--- src/rtl/fun_pipe.sv ---
// fun_pipe: a two-stage valid/ready pipeline. Each of WIDTH lanes computes
// d = ~(a|b) | (b&c) and e = (b&c) ^ c. In LUT mode, each lane instead looks
// up two programmable 3-input truth tables indexed by {a,b,c}. Stage 2 also
// produces a popcount of d and e. A wrapping counter counts output handshakes.
//
// Ports:
//   clk, rst             clock; synchronous active-high reset
//   in_valid/in_ready    input handshake (in_ready is combinational from out_ready)
//   in_mode              0 = gate equations, 1 = LUT lookup (sampled on accept)
//   a, b, c              per-lane operands
//   cfg_we, cfg_d_lut,   write both LUTs at the clock edge
//   cfg_e_lut
//   out_valid/out_ready  output handshake
//   d, e                 per-lane results
//   d_cnt, e_cnt         set-bit counts of d and e
//   beat_cnt             completed output handshakes, wraps at 2^CNT_W
module fun_pipe #(
  parameter int unsigned WIDTH = 8,
  parameter int unsigned CNT_W = 16,
  parameter int unsigned PC_W  = $clog2(WIDTH + 1)
) (
  input  logic             clk,
  input  logic             rst,
  input  logic             in_valid,
  output logic             in_ready,
  input  logic             in_mode,
  input  logic [WIDTH-1:0] a,
  input  logic [WIDTH-1:0] b,
  input  logic [WIDTH-1:0] c,
  input  logic             cfg_we,
  input  logic [7:0]       cfg_d_lut,
  input  logic [7:0]       cfg_e_lut,
  output logic             out_valid,
  input  logic             out_ready,
  output logic [WIDTH-1:0] d,
  output logic [WIDTH-1:0] e,
  output logic [PC_W-1:0]  d_cnt,
  output logic [PC_W-1:0]  e_cnt,
  output logic [CNT_W-1:0] beat_cnt
);

  logic [7:0]       d_lut_q, d_lut_d;
  logic [7:0]       e_lut_q, e_lut_d;
  logic             s1_valid_q, s1_valid_d;
  logic [WIDTH-1:0] s1_d_q, s1_d_d;
  logic [WIDTH-1:0] s1_e_q, s1_e_d;
  logic             s2_valid_q, s2_valid_d;
  logic [WIDTH-1:0] d_q, d_d;
  logic [WIDTH-1:0] e_q, e_d;
  logic [PC_W-1:0]  d_cnt_q, d_cnt_d;
  logic [PC_W-1:0]  e_cnt_q, e_cnt_d;
  logic [CNT_W-1:0] beat_cnt_q, beat_cnt_d;

  logic             adv1, adv2, accept, out_hs;
  logic [WIDTH-1:0] f_d, f_e;
  logic [2:0]       idx;

  function automatic logic [PC_W-1:0] popcount(input logic [WIDTH-1:0] v);
    logic [PC_W-1:0] cnt;
    cnt = '0;
    for (int unsigned i = 0; i < WIDTH; i++) cnt = cnt + PC_W'(v[i]);
    return cnt;
  endfunction

  assign adv2     = ~s2_valid_q | out_ready;
  assign adv1     = ~s1_valid_q | adv2;
  assign in_ready = adv1;
  assign accept   = in_valid & in_ready;
  // out_valid is masked during reset so no handshake completes in the reset cycle.
  assign out_valid = s2_valid_q & ~rst;
  assign out_hs    = out_valid & out_ready;

  // Lane function. The LUTs are read before any cfg_we write lands, so a beat
  // accepted in the same cycle as cfg_we uses the old tables.
  always_comb begin
    f_d = '0;
    f_e = '0;
    idx = '0;
    for (int unsigned i = 0; i < WIDTH; i++) begin
      idx = {a[i], b[i], c[i]};
      if (in_mode) begin
        f_d[i] = d_lut_q[idx];
        f_e[i] = e_lut_q[idx];
      end else begin
        f_d[i] = ~(a[i] | b[i]) | (b[i] & c[i]);
        f_e[i] = (b[i] & c[i]) ^ c[i];
      end
    end
  end

  always_comb begin
    d_lut_d    = d_lut_q;
    e_lut_d    = e_lut_q;
    s1_valid_d = s1_valid_q;
    s1_d_d     = s1_d_q;
    s1_e_d     = s1_e_q;
    s2_valid_d = s2_valid_q;
    d_d        = d_q;
    e_d        = e_q;
    d_cnt_d    = d_cnt_q;
    e_cnt_d    = e_cnt_q;
    beat_cnt_d = beat_cnt_q;

    if (cfg_we) begin
      d_lut_d = cfg_d_lut;
      e_lut_d = cfg_e_lut;
    end

    if (adv1) s1_valid_d = accept;
    if (accept) begin
      s1_d_d = f_d;
      s1_e_d = f_e;
    end

    // Stage-2 data only changes when a real beat moves in, so a stalled
    // output stays stable.
    if (adv2) s2_valid_d = s1_valid_q;
    if (adv2 && s1_valid_q) begin
      d_d     = s1_d_q;
      e_d     = s1_e_q;
      d_cnt_d = popcount(s1_d_q);
      e_cnt_d = popcount(s1_e_q);
    end

    if (out_hs) beat_cnt_d = beat_cnt_q + CNT_W'(1);
  end

  always_ff @(posedge clk) begin
    if (rst) begin
      d_lut_q    <= 8'h8B;
      e_lut_q    <= 8'h22;
      s1_valid_q <= 1'b0;
      s1_d_q     <= '0;
      s1_e_q     <= '0;
      s2_valid_q <= 1'b0;
      d_q        <= '0;
      e_q        <= '0;
      d_cnt_q    <= '0;
      e_cnt_q    <= '0;
      beat_cnt_q <= '0;
    end else begin
      d_lut_q    <= d_lut_d;
      e_lut_q    <= e_lut_d;
      s1_valid_q <= s1_valid_d;
      s1_d_q     <= s1_d_d;
      s1_e_q     <= s1_e_d;
      s2_valid_q <= s2_valid_d;
      d_q        <= d_d;
      e_q        <= e_d;
      d_cnt_q    <= d_cnt_d;
      e_cnt_q    <= e_cnt_d;
      beat_cnt_q <= beat_cnt_d;
    end
  end

  assign d        = d_q;
  assign e        = e_q;
  assign d_cnt    = d_cnt_q;
  assign e_cnt    = e_cnt_q;
  assign beat_cnt = beat_cnt_q;

endmodule

--- config.mk ---
export PLATFORM = sky130hd
export DESIGN_NAME = fun_pipe
export DESIGN_NICKNAME = d
export VERILOG_FILES = /design/src/rtl/fun_pipe.sv
export SDC_FILE = /design/constraint.sdc
export NUM_CORES = 1
export LEC_CHECK = 0
export ABC_AREA = 1
export CORE_AREA = 2 2 108 110
export CTS_CLUSTER_SIZE = 16
export DETAILED_ROUTE_END_ITERATION = 8
export DIE_AREA = 0 0 110 112
export HOLD_SLACK_MARGIN = 0.03
export SLEW_MARGIN = 20
export SYNTH_ARGS = -nofsm -noshare
export SYNTH_HDL_FRONTEND = slang
export SYNTH_SLANG_ARGS = --single-unit
export TNS_END_PERCENT = 50
--- constraint.sdc ---
create_clock -name clk -period 6.4 [get_ports clk]
set_input_delay 0.64 -clock clk [delete_from_list [all_inputs] [get_ports clk]]
set_output_delay 0.64 -clock clk [all_outputs]
set_load 0.02 [all_outputs]
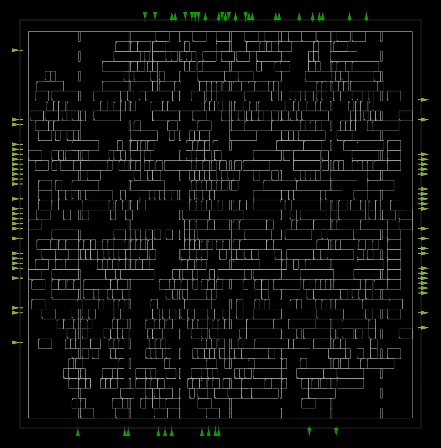
Fig. 1. Cell outlines without signal wires (run 1).
number of well-tap cells placed: 143
Filler Cell Count: 1155

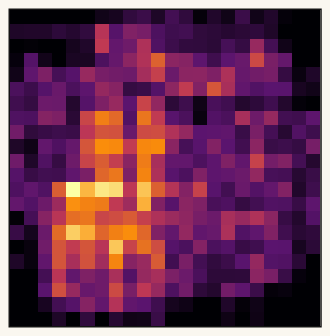
Fig. 2. Wire density map (run 1).
22 x 22 tiles, from black (low) to pale yellow (high), scaled to the fullest tile. Values are wire area over tile area, all layers added.
14% of the tiles are over half the peak. 12% of the tiles are nearly empty. The mean over all tiles is 0.17. The fullest tile reaches 0.65. The emptiest ninth of the die: bottom right. The densest ninth of the die: middle.
vias after detailed routing: 4640
global router's overall resource usage: 22.4%

==> impl_metrics.xml, run 1 <==
<?xml version="1.0" encoding="UTF-8"?>
<metrics>
  <group name="sta">
    <metric name="worst_slew_pin_slew" unit="ns">0.907</metric>
    <metric name="maxSlewViolCount" unit="">0</metric>
    <metric name="timing_hold_violations_final" unit="">0</metric>
    <metric name="hold_slack" unit="ns">0.484</metric>
    <metric name="final_period_minus_worst_setup_slack" unit="ns">2.85</metric>
    <metric name="report.final.setup_viol" unit="">0</metric>
  </group>
  <group name="logic_synthesis">
    <metric name="yosys_cells" unit="">666</metric>
    <metric name="yosys_warnings" unit="">0</metric>
    <metric name="synth.avg_cell_area" unit="µm²">6.58</metric>
    <metric name="ys.flop_type" unit="">dfxtp_1</metric>
    <metric name="netlist_logic_family_top" unit="">simple AND/OR/NAND/NOR gates</metric>
    <metric name="synthXorXnorAreaFrac" unit="%">0.599</metric>
    <metric name="synthDominantAreaCellType" unit="">dfxtp_1</metric>
    <metric name="syn_area" unit="µm²">4390</metric>
    <metric name="synthAoiAreaFrac" unit="%">23.2</metric>
    <metric name="synth.yosys.seq_area_share" unit="%">33.8</metric>
    <metric name="enable_flop_cells" unit="">0</metric>
  </group>
  <group name="route">
    <metric name="dr.pass1.iters" unit="">5</metric>
    <metric name="top_layer" unit="">met4</metric>
    <metric name="route.met3.wl" unit="µm">870</metric>
    <metric name="wire_per_inst" unit="µm">15.1</metric>
    <metric name="wl_met1" unit="µm">6150</metric>
    <metric name="drc_violation_count_after_routing" unit="">0</metric>
    <metric name="number_of_drc_markers_after_the_initial_detailed_route_iteration" unit="">416</metric>
    <metric name="met2_length" unit="µm">5970</metric>
    <metric name="post_drt_via_cell_ratio" unit="">5.28</metric>
  </group>
  <group name="final_layout">
    <metric name="dominant_cells" unit="">combinational gates</metric>
    <metric name="area.combinational" unit="µm²">2480</metric>
    <metric name="layout_top_cell" unit="">nand2_1</metric>
    <metric name="area_delta_synth_final" unit="%">27.0</metric>
    <metric name="area.share.sequential" unit="%">26.6</metric>
    <metric name="stdcell_count" unit="">878</metric>
    <metric name="clk_share" unit="%">5.01</metric>
    <metric name="layout.comb_gates.multi_input" unit="">485</metric>
    <metric name="layout.area.seq" unit="µm²">1480</metric>
    <metric name="layout.buffer.nonclock.area_share" unit="%">15.9</metric>
    <metric name="comb_area_share" unit="%">44.5</metric>
    <metric name="clock_buffers" unit="">10</metric>
    <metric name="layout.non_clock_inverters" unit="">71</metric>
  </group>
  <group name="die">
    <metric name="initial_utilization" unit="%">39.2</metric>
    <metric name="die_span_y" unit="µm">112</metric>
  </group>
  <group name="placed_design">
    <metric name="placed_cells_incl_taps" unit="">862</metric>
    <metric name="gp_routability_congestion" unit="">0.900</metric>
    <metric name="dp_hpwl" unit="µm">9750</metric>
    <metric name="buffer_ports.inserted" unit="">87</metric>
  </group>
  <group name="worst_setup_path">
    <metric name="critPathMaxStageDelay" unit="ns">0.54</metric>
    <metric name="reg2reg_slack" unit="ns">3.55</metric>
    <metric name="critical_path_depth" unit="">10</metric>
    <metric name="worst_r2r_endpoint" unit="">d_cnt[2]</metric>
    <metric name="cp_cell_sequence" unit="">fa_1, inv_1, fa_1, fa_1, inv_1, ha_1, inv_1, fa_1, xor2_1, a21oi_1</metric>
    <metric name="critical_path.endpoint_type" unit="">flop</metric>
    <metric name="critical_path.slowest_cell" unit="">fa_1</metric>
    <metric name="worstPathArrival" unit="ns">3.03</metric>
    <metric name="worst_setup_path_startpoint" unit="">s1_d_q[0]</metric>
  </group>
  <group name="min_path">
    <metric name="worst_hold_path.num_cells" unit="">2</metric>
    <metric name="sink_of_the_worst_hold_path" unit="">d[2]</metric>
    <metric name="hold_start" unit="">d[2]</metric>
  </group>
  <group name="power">
    <metric name="share_comb_of_total_power" unit="%">20.7</metric>
    <metric name="internal-power" unit="µW">870</metric>
    <metric name="power_top_consumer" unit="">registers</metric>
  </group>
  <group name="clock_tree">
    <metric name="clock_latency" unit="ns">0.33</metric>
    <metric name="clock_tree.buffer_depth" unit="">2</metric>
    <metric name="postCtsSetupBuffers" unit="">0</metric>
    <metric name="cts_sinks" unit="">74</metric>
    <metric name="clock_tree_from_tritoncts" unit="">done</metric>
  </group>
  <group name="global_routing">
    <metric name="grt_antenna_before_repair" unit="">0</metric>
    <metric name="busiest_layer" unit="">met2</metric>
    <metric name="grt.met1_usage" unit="%">32.7</metric>
  </group>
  <group name="run_status">
    <metric name="run_status" unit="">finished clean</metric>
  </group>
</metrics>
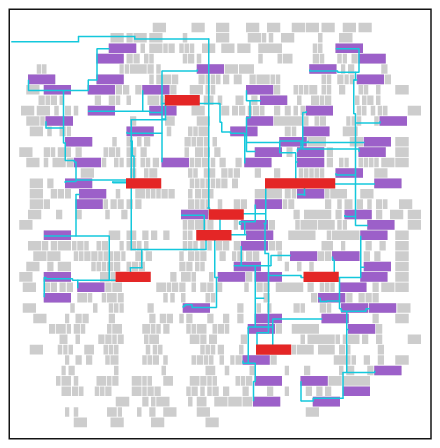
Fig. 3. Clock network drawn from the DEF (run 1).
Key: clock wires = cyan [length 1020 µm]; clock drivers = red [count 9]; flip-flops = purple [count 74]
There are 10 routed clock nets.
clock-net power: 474 µW
clk_skew: 0.00624 ns

Fig. 4: run 1, gate-type map
Scale bar: 20 µm.
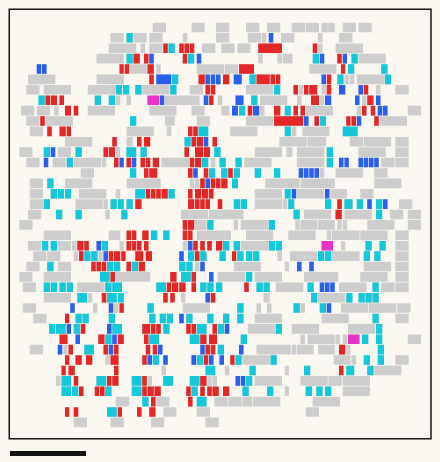

==> inputs of run 2 (changes only) <==
==> constraint.sdc (replaced) <==
create_clock -name clk -period 2.7 [get_ports clk]
set_input_delay 0.27 -clock clk [delete_from_list [all_inputs] [get_ports clk]]
set_output_delay 0.27 -clock clk [all_outputs]
set_load 0.02 [all_outputs]
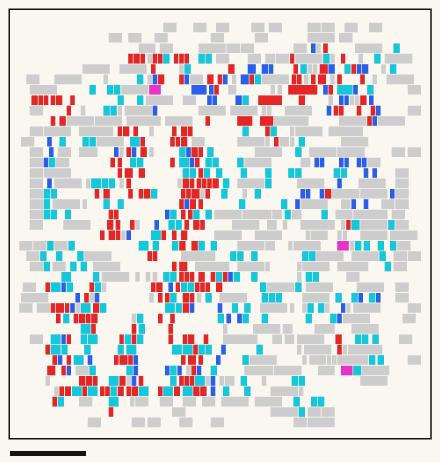
Fig. 5. Gate-type map (run 2).
Scale bar: 20 µm.
Key: nor cells = blue [cells 81, where spread over the die]; aoi and oai cells = cyan [cells 189, where spread over the die]; nand cells = red [cells 196]; xor and xnor cells = magenta [cells 3]
Post-Layout Cell Count: 887
most common cell after layout, fill and taps aside: nand2_1
multi-input gate share of total cell area: 44.1%

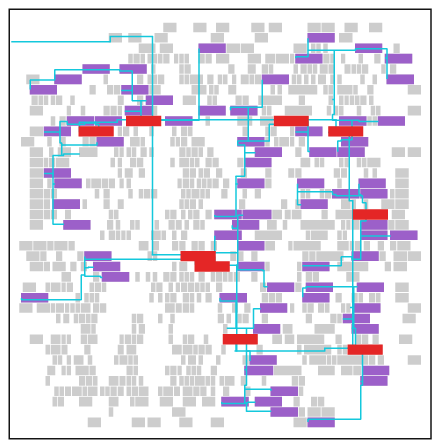
Fig. 6. Clock network drawn from the DEF (run 2).
Key: clock drivers = red [count 9]; flip-flops = purple [count 74]; clock wires = cyan [length 990 µm]
Position of the flops: spread over the die. There are 10 routed clock nets.
clock power share: 35.9%
clock-net power: 1.05 mW
insertion delay to the later sink of the worst-skew pair: 0.33 ns
clk_skew: 0.00498 ns

==> impl_metrics.xml, run 2 <==
<?xml version="1.0" encoding="UTF-8"?>
<metrics>
  <group name="final_layout">
    <metric name="layout.comb_gates.multi_input" unit="">485</metric>
    <metric name="clock_buffers" unit="">14</metric>
    <metric name="clk_share" unit="%">4.48</metric>
    <metric name="area.share.sequential" unit="%">26.2</metric>
    <metric name="area.combinational" unit="µm²">2500</metric>
    <metric name="area_delta_synth_final" unit="%">29.2</metric>
    <metric name="layout.area.seq" unit="µm²">1480</metric>
    <metric name="layout.buffer.nonclock.area_share" unit="%">17.3</metric>
    <metric name="nFillCells" unit="">1142</metric>
    <metric name="dominant_cells" unit="">combinational gates</metric>
    <metric name="layout.non_clock_inverters" unit="">71</metric>
  </group>
  <group name="run_status">
    <metric name="run_status" unit="">complete, but fails checks</metric>
    <metric name="failed_checks" unit="">setup timing</metric>
  </group>
  <group name="min_path">
    <metric name="hold_start" unit="">e[2]</metric>
    <metric name="sink_of_the_worst_hold_path" unit="">e[2]</metric>
    <metric name="worst_hold_path.num_cells" unit="">2</metric>
  </group>
  <group name="worst_setup_path">
    <metric name="critical_path.slowest_cell" unit="">fa_1</metric>
    <metric name="critPathMaxStageDelay" unit="ns">0.53</metric>
    <metric name="worst_setup_path_startpoint" unit="">s1_e_q[0]</metric>
    <metric name="worstPathArrival" unit="ns">2.99</metric>
    <metric name="critical_path_depth" unit="">9</metric>
    <metric name="reg2reg_slack" unit="ns">-0.08</metric>
    <metric name="cp_cell_sequence" unit="">fa_1, inv_1, fa_1, fa_1, inv_2, ha_4, inv_2, fa_2, a21oi_1</metric>
    <metric name="critical_path.endpoint_type" unit="">flop</metric>
    <metric name="worst_r2r_endpoint" unit="">e_cnt[1]</metric>
  </group>
  <group name="global_routing">
    <metric name="busiest_layer" unit="">met2</metric>
    <metric name="grt_antenna_before_repair" unit="">0</metric>
    <metric name="grt.met1_usage" unit="%">31.5</metric>
  </group>
  <group name="route">
    <metric name="dr.pass1.iters" unit="">5</metric>
    <metric name="number_of_drc_markers_after_the_initial_detailed_route_iteration" unit="">486</metric>
    <metric name="post_drt_via_cell_ratio" unit="">5.25</metric>
    <metric name="drc_violation_count_after_routing" unit="">0</metric>
    <metric name="top_layer" unit="">met4</metric>
    <metric name="wl_met1" unit="µm">6140</metric>
    <metric name="vias_after_detailed_routing" unit="">4656</metric>
    <metric name="met2_length" unit="µm">5910</metric>
  </group>
  <group name="placed_design">
    <metric name="placed_cells_incl_taps" unit="">872</metric>
    <metric name="gp_routability_congestion" unit="">0.944</metric>
  </group>
  <group name="die">
    <metric name="initial_utilization" unit="%">39.2</metric>
    <metric name="die_span_y" unit="µm">112</metric>
    <metric name="tapCellCount" unit="">143</metric>
  </group>
  <group name="clock_tree">
    <metric name="clock_slew_seen_by_the_registers_of_the_worst_setup_and_hold_paths" unit="ns">0.06</metric>
    <metric name="clock_tree.buffer_depth" unit="">2</metric>
    <metric name="cts_sinks" unit="">74</metric>
    <metric name="htree_levels" unit="">3</metric>
    <metric name="postCtsSetupBuffers" unit="">0</metric>
  </group>
  <group name="sta">
    <metric name="worst_slack" unit="ns">-0.0776</metric>
    <metric name="hold_slack" unit="ns">0.484</metric>
    <metric name="maxSlewViolCount" unit="">0</metric>
    <metric name="report.final.setup_viol" unit="">4</metric>
    <metric name="timing_hold_violations_final" unit="">0</metric>
  </group>
  <group name="power">
    <metric name="power_top_consumer" unit="">registers</metric>
    <metric name="share_comb_of_total_power" unit="%">22.2</metric>
    <metric name="internal-power" unit="mW">2.08</metric>
  </group>
  <group name="logic_synthesis">
    <metric name="synthDominantAreaCellType" unit="">dfxtp_1</metric>
    <metric name="synthXorXnorAreaFrac" unit="%">0.599</metric>
    <metric name="enable_flop_cells" unit="">0</metric>
    <metric name="yosys_warnings" unit="">0</metric>
    <metric name="ys.flop_type" unit="">dfxtp_1</metric>
    <metric name="syn_area" unit="µm²">4390</metric>
    <metric name="synthAoiAreaFrac" unit="%">23.2</metric>
    <metric name="netlist_logic_family_top" unit="">simple AND/OR/NAND/NOR gates</metric>
    <metric name="synth.yosys.seq_area_share" unit="%">33.8</metric>
    <metric name="yosys_cells" unit="">666</metric>
  </group>
</metrics>
No activity file was given, so power comes from the tool's default toggle rates.
